[src/rtl/trak_quad_counter.sv]
// rtl/trak_quad_counter.sv - trackball step/direction to per-axis up/down position counters

// One axis: edge qualification of the synced step toggle and the up/down counter
module trak_quad_axis #(
  parameter int SYNC_STAGES = 2,
  parameter int FILTER      = 2,
  parameter int CNT_W       = 4
) (
  input  logic             clk_sys,
  input  logic             reset,
  input  logic             i_clk_s,
  input  logic             i_dir_s,
  input  logic             i_flip,
  input  logic             i_clear,
  output logic [CNT_W-1:0] o_count,
  output logic             o_dir,
  output logic             o_step
);

  typedef enum logic [1:0] {
    ST_PRIME = 2'd0,
    ST_IDLE  = 2'd1,
    ST_QUAL  = 2'd2
  } state_t;

  // PRIME waits this many cycles so the synchronizer holds real input levels
  localparam logic [1:0] PRIME_LAST = 2'(SYNC_STAGES);
  localparam logic [3:0] FILT_M1    = 4'((FILTER > 0) ? FILTER - 1 : 0);

  state_t           r_state, w_state_nxt;
  logic             r_ref, w_ref_nxt;
  logic [3:0]       r_fcnt, w_fcnt_nxt;
  logic [1:0]       r_prime, w_prime_nxt;
  logic [CNT_W-1:0] r_count, w_count_nxt;
  logic             r_dir, w_dir_nxt;
  logic             r_step;
  logic             w_commit;
  logic             w_eff_dir;

  // State register plus the counter, direction and step pulse
  always_ff @(posedge clk_sys) begin
    if (reset) begin
      r_state <= ST_PRIME;
      r_ref   <= 1'b0;
      r_fcnt  <= 4'd0;
      r_prime <= 2'd0;
      r_count <= '0;
      r_dir   <= 1'b0;
      r_step  <= 1'b0;
    end else begin
      r_state <= w_state_nxt;
      r_ref   <= w_ref_nxt;
      r_fcnt  <= w_fcnt_nxt;
      r_prime <= w_prime_nxt;
      r_count <= w_count_nxt;
      r_dir   <= w_dir_nxt;
      r_step  <= w_commit;
    end
  end

  // Next-state: prime the reference level, then qualify each level change
  always_comb begin
    w_state_nxt = r_state;
    w_ref_nxt   = r_ref;
    w_fcnt_nxt  = r_fcnt;
    w_prime_nxt = r_prime;
    w_commit    = 1'b0;
    w_eff_dir   = i_dir_s ^ i_flip;
    w_count_nxt = r_count;
    w_dir_nxt   = r_dir;

    case (r_state)
      ST_PRIME: begin
        if (r_prime == PRIME_LAST) begin
          w_ref_nxt   = i_clk_s;
          w_state_nxt = ST_IDLE;
        end else begin
          w_prime_nxt = r_prime + 2'd1;
        end
      end
      ST_IDLE: begin
        if (i_clk_s != r_ref) begin
          if (FILTER == 0) begin
            w_commit = 1'b1;
          end else begin
            w_fcnt_nxt  = FILT_M1;
            w_state_nxt = ST_QUAL;
          end
        end
      end
      ST_QUAL: begin
        // A return to the reference level before the filter expires is a glitch
        if (i_clk_s == r_ref) begin
          w_state_nxt = ST_IDLE;
        end else if (r_fcnt == 4'd0) begin
          w_commit    = 1'b1;
          w_state_nxt = ST_IDLE;
        end else begin
          w_fcnt_nxt = r_fcnt - 4'd1;
        end
      end
      default: w_state_nxt = ST_PRIME;
    endcase

    if (w_commit) begin
      w_ref_nxt   = i_clk_s;
      w_dir_nxt   = w_eff_dir;
      w_count_nxt = w_eff_dir ? (r_count + 1'b1) : (r_count - 1'b1);
    end

    // Clear beats a coincident commit; the step pulse and direction still update
    if (i_clear) begin
      w_count_nxt = '0;
    end
  end

  assign o_count = r_count;
  assign o_dir   = r_dir;
  assign o_step  = r_step;

endmodule

module trak_quad_counter #(
  parameter int SYNC_STAGES = 2,
  parameter int FILTER      = 2,
  parameter int CNT_W       = 4
) (
  input  logic             clk_sys,
  input  logic             reset,
  input  logic [3:0]       trak_i,
  input  logic             flip_i,
  input  logic             clear_i,
  input  logic             latch_i,
  input  logic             sel_i,
  output logic [7:0]       data_o,
  output logic [CNT_W-1:0] x_count_o,
  output logic [CNT_W-1:0] y_count_o,
  output logic             x_dir_o,
  output logic             y_dir_o,
  output logic             x_step_o,
  output logic             y_step_o
);

  logic [3:0]       r_sync [SYNC_STAGES];
  logic [3:0]       w_trak_s;
  logic [CNT_W-1:0] r_snap_x_cnt, r_snap_y_cnt;
  logic             r_snap_x_dir, r_snap_y_dir;
  logic [7:0]       w_data;

  // Input synchronizer chain on all four trackball bits
  always_ff @(posedge clk_sys) begin
    if (reset) begin
      for (int i = 0; i < SYNC_STAGES; i++) begin
        r_sync[i] <= 4'd0;
      end
    end else begin
      r_sync[0] <= trak_i;
      for (int i = 1; i < SYNC_STAGES; i++) begin
        r_sync[i] <= r_sync[i-1];
      end
    end
  end

  assign w_trak_s = r_sync[SYNC_STAGES-1];

  trak_quad_axis #(
    .SYNC_STAGES (SYNC_STAGES),
    .FILTER      (FILTER),
    .CNT_W       (CNT_W)
  ) u_x (
    .clk_sys (clk_sys),
    .reset   (reset),
    .i_clk_s (w_trak_s[2]),
    .i_dir_s (w_trak_s[3]),
    .i_flip  (flip_i),
    .i_clear (clear_i),
    .o_count (x_count_o),
    .o_dir   (x_dir_o),
    .o_step  (x_step_o)
  );

  trak_quad_axis #(
    .SYNC_STAGES (SYNC_STAGES),
    .FILTER      (FILTER),
    .CNT_W       (CNT_W)
  ) u_y (
    .clk_sys (clk_sys),
    .reset   (reset),
    .i_clk_s (w_trak_s[0]),
    .i_dir_s (w_trak_s[1]),
    .i_flip  (flip_i),
    .i_clear (clear_i),
    .o_count (y_count_o),
    .o_dir   (y_dir_o),
    .o_step  (y_step_o)
  );

  // Read snapshot captures the pre-edge counters, so it never sees a same-cycle commit or clear
  always_ff @(posedge clk_sys) begin
    if (reset) begin
      r_snap_x_cnt <= '0;
      r_snap_y_cnt <= '0;
      r_snap_x_dir <= 1'b0;
      r_snap_y_dir <= 1'b0;
    end else if (latch_i) begin
      r_snap_x_cnt <= x_count_o;
      r_snap_y_cnt <= y_count_o;
      r_snap_x_dir <= x_dir_o;
      r_snap_y_dir <= y_dir_o;
    end
  end

  // Read byte: direction in bit 7, count in the low bits, zero between
  always_comb begin
    w_data = 8'd0;
    if (sel_i) begin
      w_data[7]         = r_snap_y_dir;
      w_data[CNT_W-1:0] = r_snap_y_cnt;
    end else begin
      w_data[7]         = r_snap_x_dir;
      w_data[CNT_W-1:0] = r_snap_x_cnt;
    end
  end

  assign data_o = w_data;

endmodule

[config.mk]
export PLATFORM = sky130hd
export DESIGN_NAME = trak_quad_counter
export DESIGN_NICKNAME = d
export VERILOG_FILES = /design/src/rtl/trak_quad_counter.sv
export SDC_FILE = /design/constraint.sdc
export NUM_CORES = 1
export LEC_CHECK = 0
export CORE_UTILIZATION = 54
export CTS_CLUSTER_DIAMETER = 50
export DETAILED_ROUTE_END_ITERATION = 8
export PLACE_DENSITY = 0.83
export SLEW_MARGIN = 20
export SYNTH_ARGS = -nofsm -noshare
export SYNTH_HDL_FRONTEND = slang
export SYNTH_SLANG_ARGS = --single-unit
[constraint.sdc]
create_clock -name clk_sys -period 1.95 [get_ports clk_sys]
set_input_delay 0.2925 -clock clk_sys [delete_from_list [all_inputs] [get_ports clk_sys]]
set_output_delay 0.2925 -clock clk_sys [all_outputs]
set_load 0.05 [all_outputs]
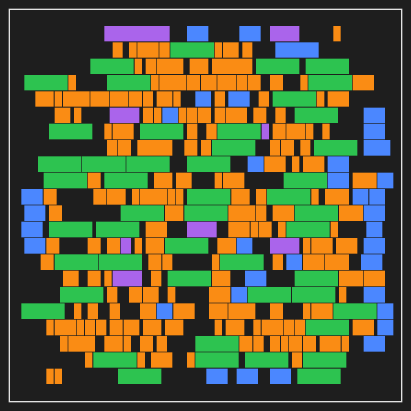
Fig. 1. Cell classes on the final placement.
(6 px per µm)
Blue is other buffers and delay cells, cells 35, share of their area 13%. Orange is all other logic, cells 172, share of their area 45%. Purple is clock drivers and dummy loads, cells 8, share of their area 4.2%. Green is flops, cells 48, share of their area 38%.

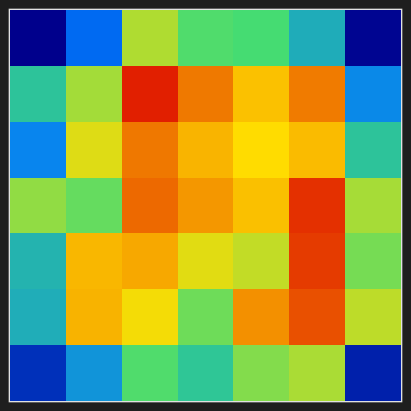
Fig. 2. Cell density map.
(6 px per µm) 7 x 7 tiles, from dark blue (low) to red (high), 0 to 100% covered.
The fullest tile reaches 97%. The mean over all tiles is 60%. The densest ninth of the die: centre. 37% of the tiles are over 75% full. 4.1% of the tiles are nearly empty.

==> reports/qor.log <==
qor: run_status.status complete, no violations
qor: synthesis.synth.mux.area_fraction 12.38%
qor: clock_tree.clock_tree_from_tritoncts built
qor: power.power_density 824.3 mW/mm²
qor: clock_tree.cts-htree-levels 2
qor: synthesis.yosys.area.top_type sky130_fd_sc_hd__dfxtp_1
qor: hold_path.worstHoldStart r_sync[0][2]$_SDFF_PP0_
qor: layout.antenna-diode-count 0
qor: layout.logic_area 0.001119 mm²
qor: clock_tree.cts_max_path_buffers 2
qor: floorplan.num_io_pins 30
qor: setup_path.timing.critical_path.slowest_stage_cell sky130_fd_sc_hd__clkdlybuf4s50_1
qor: synthesis.ys_seq_share 44.63%
qor: global_routing.grt_remaining_overflow 0
qor: setup_path.worst_r2r_path_depth 6
qor: sta.final_setup_viols 0
qor: synthesis.synthesis.area 0.002153 mm²
qor: synthesis.post-synth-top-area-fraction 44.63%
qor: setup_path.worstPathArrival 1600 ps
qor: layout.flop_area 960.9 µm²
qor: place.place_congestion 0.8478
qor: place.placed_cell_area 0.002495 mm²
qor: floorplan.die_w 65.15 µm
qor: setup_path.crit_path_max_incr_delay 850 ps
qor: sta.timing.setup.tns 0 ps
qor: synthesis.post_synth_num_cell_types 37
qor: synthesis.ys_area 0.002153 mm²
qor: synthesis.numSynthFlops 48
qor: place.dp_hpwl 2667 µm
qor: synthesis.synthFlopType sky130_fd_sc_hd__dfxtp_1
qor: synthesis.yosys-dominant-comb-family simple AND/OR/NAND/NOR gates
qor: detailed_routing.remaining_drc_errors 0
qor: flow_run.number_of_logged_tool_warnings 27
qor: synthesis.netlist_top_cells_count sky130_fd_sc_hd__dfxtp_1 (48), sky130_fd_sc_hd__nor2_1 (30), sky130_fd_sc_hd__mux2i_1 (21)
qor: clock_tree.clock_sink_count 48
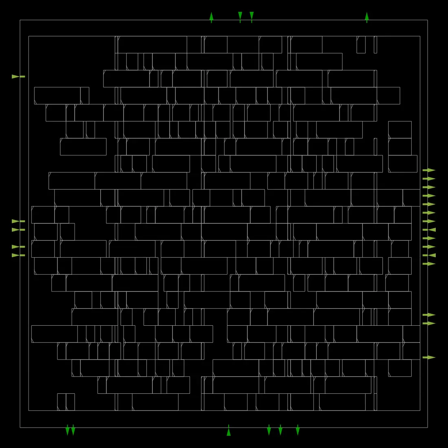
Fig. 3. Cell placement.
number of cells in the finished layout apart from fillers: 311
final core occ: 69.75%

[per-layer routing]
metal	track usage (%)	part of all wire (%)	wire (µm)
met4	10.60	2.2	85
met5	0	0	0
met1	25.58	46	1767
met3	4.167	4.2	160
met2	33.20	47	1791
[where the power goes]
| part | total, W | switching, W | internal, W | leakage (nW) |
|---|---|---|---|---|
| registers | 0.00109 | 0.0000523 | 0.00104 | 0.390 |
| clock network | 0.000697 | 0.000317 | 0.000380 | 0.0552 |
| logic | 0.000361 | 0.000192 | 0.000169 | 0.654 |
[worst max-delay path by stage]
stage          depth (start not counted)                          end  slack, ps
6_report                               1                 y_count_o[0]         60
3_3_place_gp                           8  u_x.o_count[2]$_SDFFE_PP0P_          6
3_5_place_dp                           8  u_y.o_count[2]$_SDFFE_PP0P_        -50
2_1_floorplan                          6  u_y.o_count[2]$_SDFFE_PP0P_        250
5_1_grt                                6  u_y.o_count[3]$_SDFFE_PP0P_          3
4_1_cts                                1                 x_count_o[0]         20
[sequential cells by signal, summed over array words and instances (netlist names), 2 cells and up]
register / count
u_x.o_count: 4
u_y.r_state: 2
u_y.o_count: 4
u_x.r_fcnt: 4
u_x.r_prime: 2
r_snap_y_cnt: 4
r_sync: 8
u_y.r_fcnt: 4
r_snap_x_cnt: 4
u_y.r_prime: 2
u_x.r_state: 2
[kinds of logic after synthesis]
logic type                 after synthesis
and+or+nand+nor                         83
DFF                                     48
AOI/OAI and AO/OA                       31
muxes                                   26
buffers and inverters                   20
xor gates and xnor gates                13
adders and majority gates                7
other                                    1
[metrics by stage]
stage	utilization, %	setup slack (ps)	total power [W]	hold slack, ps	cells
floorplan	-	254.8	0.001385	413.8	231
global placement	66.64	6.386	0.001458	417.6	303
detailed placement	66.64	-47.63	0.001471	427.0	303
CTS	69.52	20.64	0.002169	445.6	311
global route	69.75	2.996	0.002278	472.1	311
finish	69.75	59.86	0.002152	441.5	311
[area by class of cell]
type                    count  share of cell area, %
well taps                  48                  2.300
inverters                   9                  1.294
repair buffers             35                  12.65
multi-input cells         163                  42.84
flip-flops and latches     48                  36.80
clock buffers               6                  2.779
clock inverters             2                  1.342
No activity file was given, so power comes from the tool's default toggle rates.
